**config.mk**
```make
export PLATFORM = sky130hd
export DESIGN_NAME = uart_tx_ctrl
export DESIGN_NICKNAME = d
export VERILOG_FILES = /design/src/rtl/uart_tx_ctrl.sv
export SDC_FILE = /design/constraint.sdc
export NUM_CORES = 1
export LEC_CHECK = 0
export CAP_MARGIN = 15
export CORE_UTILIZATION = 25
export DETAILED_ROUTE_END_ITERATION = 10
export DONT_BUFFER_PORTS = 1
export GPL_TIMING_DRIVEN = 0
export SYNTH_ARGS = -nofsm -noshare
export SYNTH_HDL_FRONTEND = slang
export SYNTH_SLANG_ARGS = --single-unit
export TNS_END_PERCENT = 20
```
**constraint.sdc**
```tcl
create_clock -name clk -period 2 [get_ports clk]
set_clock_uncertainty 0.2 [all_clocks]
set_input_delay 0.3 -clock clk [delete_from_list [all_inputs] [get_ports clk]]
set_output_delay 0.3 -clock clk [all_outputs]
set_load 0.03 [all_outputs]
```
**src/rtl/uart_tx_ctrl.sv**
```systemverilog
// UART TX frame sequencer: accepts a byte request and walks START, DATA, optional
// PARITY and STOP phases, driving serializer enable, bit index and line mux select.
module uart_tx_ctrl #(
  parameter int unsigned DATA_WIDTH = 8,
  parameter int unsigned STOP_BITS  = 1,
  localparam int unsigned IW = (DATA_WIDTH > 1) ? $clog2(DATA_WIDTH) : 1
) (
  input  logic          clk,
  input  logic          reset,
  input  logic          Data_Valid,
  input  logic          PAR_EN,
  output logic          data_ld,
  output logic          ser_en,
  output logic [IW-1:0] bit_idx,
  output logic [1:0]    mux_sel,
  output logic          busy,
  output logic          frame_done
);

  typedef enum logic [2:0] {
    IDLE   = 3'd0,
    START  = 3'd1,
    DATA   = 3'd2,
    PARITY = 3'd3,
    STOP   = 3'd4
  } state_t;

  localparam logic [1:0]    MUX_START  = 2'b00;
  localparam logic [1:0]    MUX_DATA   = 2'b01;
  localparam logic [1:0]    MUX_PARITY = 2'b10;
  localparam logic [1:0]    MUX_IDLE   = 2'b11;
  localparam logic [IW-1:0] LAST_IDX   = IW'(DATA_WIDTH - 1);
  // stop_cnt value during the final stop bit
  localparam logic          STOP_LAST  = (STOP_BITS == 2);

  state_t state;
  logic   par_en_q;
  logic   stop_cnt;

  // Gated by reset so no load strobe escapes while the sequencer is held in reset.
  assign data_ld = reset & Data_Valid & (state == IDLE);

  // Outputs are assigned alongside the next state so they are registered Moore
  // decodes of the state the machine is entering.
  always_ff @(posedge clk or negedge reset) begin
    if (!reset) begin
      state      <= IDLE;
      mux_sel    <= MUX_IDLE;
      busy       <= 1'b0;
      ser_en     <= 1'b0;
      bit_idx    <= '0;
      frame_done <= 1'b0;
      par_en_q   <= 1'b0;
      stop_cnt   <= 1'b0;
    end else begin
      frame_done <= 1'b0;
      case (state)
        IDLE: begin
          if (Data_Valid) begin
            par_en_q <= PAR_EN;
            state    <= START;
            mux_sel  <= MUX_START;
            busy     <= 1'b1;
          end
        end
        START: begin
          state   <= DATA;
          mux_sel <= MUX_DATA;
          ser_en  <= 1'b1;
          bit_idx <= '0;
        end
        DATA: begin
          if (bit_idx == LAST_IDX) begin
            ser_en   <= 1'b0;
            bit_idx  <= '0;
            stop_cnt <= 1'b0;
            if (par_en_q) begin
              state   <= PARITY;
              mux_sel <= MUX_PARITY;
            end else begin
              state   <= STOP;
              mux_sel <= MUX_IDLE;
            end
          end else begin
            bit_idx <= bit_idx + IW'(1);
          end
        end
        PARITY: begin
          state    <= STOP;
          mux_sel  <= MUX_IDLE;
          stop_cnt <= 1'b0;
        end
        STOP: begin
          if (stop_cnt == STOP_LAST) begin
            state      <= IDLE;
            busy       <= 1'b0;
            frame_done <= 1'b1;
          end else begin
            stop_cnt <= 1'b1;
          end
        end
        default: begin
          state    <= IDLE;
          mux_sel  <= MUX_IDLE;
          busy     <= 1'b0;
          ser_en   <= 1'b0;
          bit_idx  <= '0;
          stop_cnt <= 1'b0;
        end
      endcase
    end
  end

endmodule

```
==> images/placement_by_type.png <==
Drawn at 6 px/µm.
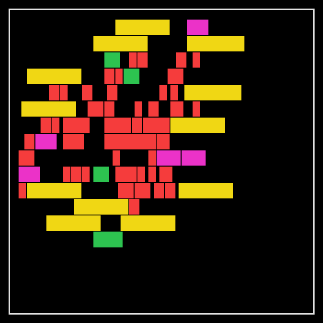
Red stands for combinational and other logic, cells 45. Yellow stands for flops, cells 12. Green stands for clock drivers and dummy loads, cells 4. Magenta stands for other buffers and delay cells, cells 5.

==> images/wires.png <==
Drawn at 8 px/µm. Two of the layers only.
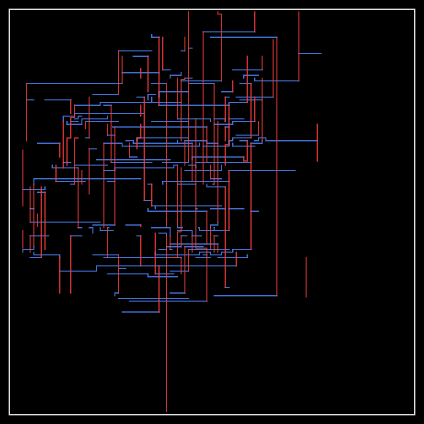
Blue stands for metal 1, wire length 528 µm. Red stands for metal 2, wire length 560 µm.
Wirelength per Cell: 12.4 µm
aggregate routed wire length: 1.16 mm
total routing usage reported by global routing: 10.7%
DR vias: 442

==> run notes <==
Figures from the flow reports.

Synthesis:
- The run puts the post-synthesis share of cell area spent on xor and xnor gates at 0%.
- The run puts the number of cell instances after yosys synthesis at 59.
- The run gives the cell area after synthesis as 588 µm².
- The run puts the post-synthesis compound-gate area fraction at 17.2%.
- The main area contributors are sky130_fd_sc_hd__dfrtp_1, sky130_fd_sc_hd__dfstp_2, sky130_fd_sc_hd__a21oi_1.
- The run puts the number of instances in the synthesized netlist at 59.
- In this run the mean area of a mapped cell was 9.97 µm².
- The run gives the count of flip-flops with a built-in enable after synthesis as 0.
- The run gives the simple-gate share of the synthesized area as 17.2%.
- The run puts the area of the synthesized netlist per yosys stat at 588 µm².
- Summing the sequential cell areas from Yosys gives 51.5% of the chip area.
- The run gives the area share of the largest cell type after synthesis as 42.6%.

Layout:
- The biggest slice of the area belongs to registers.
- Across the whole layout, storage elements account for 303 µm².
- The run puts the fraction of layout cells with a size suffix above 1 at 16.7%.
- The run gives the non-clock buffer total of the final layout as 5.
- The number of multi-input combinational cells in the layout is 41.
- The run puts the non-clock buffer share of cell area at 7.51%.
- Between the synthesized netlist and the finished layout, the area growth was recorded as 18.9%.
- The final layout report lists a non-clock inverter count of 4.
- The run gives the layout clock buffer count as 4.
- The layout report gives the register share of total cell area as 43.3%.

Pwr:
- The run puts the internal power consumption at 0.625 mW.
- The run gives the leading power group as sequential cells.
- The run gives the power consumed by combinational cells as 0.364 mW.
- The run puts the power attributed to the clock group at 0.193 mW.
- The run gives the static leakage as 0.297 nW.
- The run puts the share of total power in sequential cells at 50.0%.
- The power report lists the sequential group at 0.557 mW.
- The run gives the combinational share of power as 32.7%.
- Power spread over the standard cell area amounts to 1590 nW/µm².
- The run gives the net switching fraction of the power as 43.9%.

Die:
- 13 I/O pins were placed.
- For this floorplan the total number of well-tap instances is 28.
- The run puts the die outline area at 2550 µm².
- In this run the standard cell core region covers 2210 µm².
- The run puts the height of the die at 50.5 µm.
- The floorplan step records an initial core utilization of 26.6%.

Setup path:
- The run gives the slack of the worst reg-to-reg path as 0.20 ns.
- The run gives the path length in cells of the critical path as 3.
- Listed in order, past its start point the critical path passes buf_6 > nor4b_4 > and2_2.
- Counting both buffers and inverters, the worst setup path holds a total of 1.
- The longest incremental delay of any stage on the critical path is reported as 0.39 ns.
- For the worst setup path, the data arrival time is 1.41 ns.
- At the worst endpoint, the required time is 1.50 ns.
- The cell family contributing the most delay on the critical path is simple AND/OR/NAND/NOR gates.
- The worst register-to-register path ends at mux_sel[0].
- The run gives the category of the critical setup timing path as flop to primary output.
- The run gives the launch point of the worst path as state[1].
- Looking at the reg2reg group, the worst path starts from bit_idx[0].
- The run puts the number of cells traversed by the worst register-to-register path at 5.
- The critical path maximum fanout is 10.

Routing:
- The run gives the final antenna-violating net count as 0.
- The run puts the average vias per placed instance at 4.70.
- The DRC violation total left in the routed layout is recorded as 0.
- Once iteration 0 of detailed routing completed, the report listed 6 DRC markers.

Global route:
- The run gives the total overflow reported by the global router as 0.
- Entering global routing, the biggest net connects 13 pins.
- The number of global-route vias before repair is 450.
- The run gives the first-pass GRT wire length as 2.01 mm.

Final timing:
- The run gives the count of final max-slew check failures as 0.
- Hold is met by 0.135 ns.
- The run puts the transition time at the pin with the least slew margin at 0.535 ns.
- The run gives the worst relative slew slack as 64.2%.
- Setup repair after global routing left no endpoint under its margin.
- The run puts the number of hold-slack violations in the final timing report at 0.
- Derived from the worst setup path, the maximum achievable clock frequency is 0.524 GHz.
- The run gives the total negative slack for setup checks as 0 ns.
- The final timing summary puts the cycle share of the worst path at 95.4%.

Clocking:
- The run gives the root cell of the clock tree as sky130_fd_sc_hd__clkbuf_4.
- Per the post-CTS timing run, clock transition at the registers of the reported paths is 0.07 ns.
- The run puts the number of sinks handled by clock tree synthesis at 12.
- The run puts the buffer depth of the longest clock path at 2.
- TritonCTS built the clock tree.

Min path:
- Note that the worst hold path type here is primary input to flop.
- Per the hold report, the tightest min-delay path originates at Data_Valid.

Placement:
- The run puts the estimated wirelength of the detail-placed design at 812 µm.
- The run puts the final weighted congestion in routability-driven placement at 0.757.

Flow run:
- The number of warnings reported in the stage logs is 26.
- The run reported a max-capacitance violation count of 0.

Run status:
- The flow ran to the end, and the final reports show no timing, DRC or antenna violations.
-- metrics by stage --
step | util, % | worst slack [ns] | total power, mW | cell area (µm²) | std cells
floorplan | - | 0.373 | 0.828 | 588 | 59
global placement | 28.2 | 0.235 | 0.898 | 623 | 87
detailed placement | 28.2 | 0.242 | 0.907 | 623 | 87
CTS | 31.2 | 0.00539 | 1.11 | 691 | 94
global route | 31.6 | 0.0149 | 1.20 | 699 | 94
finish | 31.6 | 0.0918 | 1.11 | 699 | 94
-- metal layers --
metal / part of all wire, % / GRT usage [%] / vias to the layer above / routed length (µm)
li1: - / - / 216 / -
met1: 45 / 13.0 / 214 / 527
met2: 48 / 17.1 / 10 / 559
met3: 5.8 / 3.03 / 2 / 68
met4: 0.69 / 5.56 / 0 / 8
met5: 0 / 0 / - / 0
-- repair_timing --
item,in CTS,in global routing
resized,1,1
setup buffers,0,0
setup endpoints to repair,1,1
hold endpoints to repair,17,0
hold buffers,3,0
-- layout by cell type (no fill, tap or decap) --
cell	count
sky130_fd_sc_hd__dfrtp_1	10
sky130_fd_sc_hd__a21oi_1	6
sky130_fd_sc_hd__nand2_1	6
sky130_fd_sc_hd__nor2_1	6
sky130_fd_sc_hd__inv_1	4
sky130_fd_sc_hd__o21ai_0	3
sky130_fd_sc_hd__o21ai_1	3
sky130_fd_sc_hd__clkbuf_4	3
sky130_fd_sc_hd__dlygate4sd3_1	3
sky130_fd_sc_hd__buf_6	2
sky130_fd_sc_hd__nor3_1	2
sky130_fd_sc_hd__nand2b_1	2
sky130_fd_sc_hd__o211ai_1	2
sky130_fd_sc_hd__mux2i_1	2
sky130_fd_sc_hd__ha_1	2
sky130_fd_sc_hd__dfstp_2	2
sky130_fd_sc_hd__nor4b_4	1
sky130_fd_sc_hd__and2_2	1
sky130_fd_sc_hd__nand3_1	1
sky130_fd_sc_hd__a211oi_2	1
sky130_fd_sc_hd__a31oi_1	1
sky130_fd_sc_hd__nor3b_1	1
sky130_fd_sc_hd__o21a_1	1
sky130_fd_sc_hd__clkbuf_8	1
-- worst min path at each step --
| stage | slack [ns] | endpoint | cells after the start |
|---|---|---|---|
| 6_report | 0.14 | par_en_q | 3 |
| 5_1_grt | 0.16 | par_en_q | 3 |
| 4_1_cts | 0.15 | par_en_q | 3 |
| 3_5_place_dp | -0.20 | bit_idx[2] | 0 |
| 3_3_place_gp | -0.20 | bit_idx[2] | 0 |
| 2_1_floorplan | -0.20 | bit_idx[0] | 0 |
-- Yosys cell counts, types with 2 or more instances --
library cell and count:
sky130_fd_sc_hd__o211ai_1 2, sky130_fd_sc_hd__nor2_1 6, sky130_fd_sc_hd__nand2_1 6, sky130_fd_sc_hd__nor3_1 2
sky130_fd_sc_hd__inv_1 4, sky130_fd_sc_hd__o21ai_1 3, sky130_fd_sc_hd__buf_6 2, sky130_fd_sc_hd__mux2i_1 2
sky130_fd_sc_hd__nand2b_1 2, sky130_fd_sc_hd__dfstp_2 2, sky130_fd_sc_hd__a21oi_1 6, sky130_fd_sc_hd__o21ai_0 3
sky130_fd_sc_hd__dfrtp_1 10, sky130_fd_sc_hd__ha_1 2
Power is estimated from default activity; no workload was simulated.
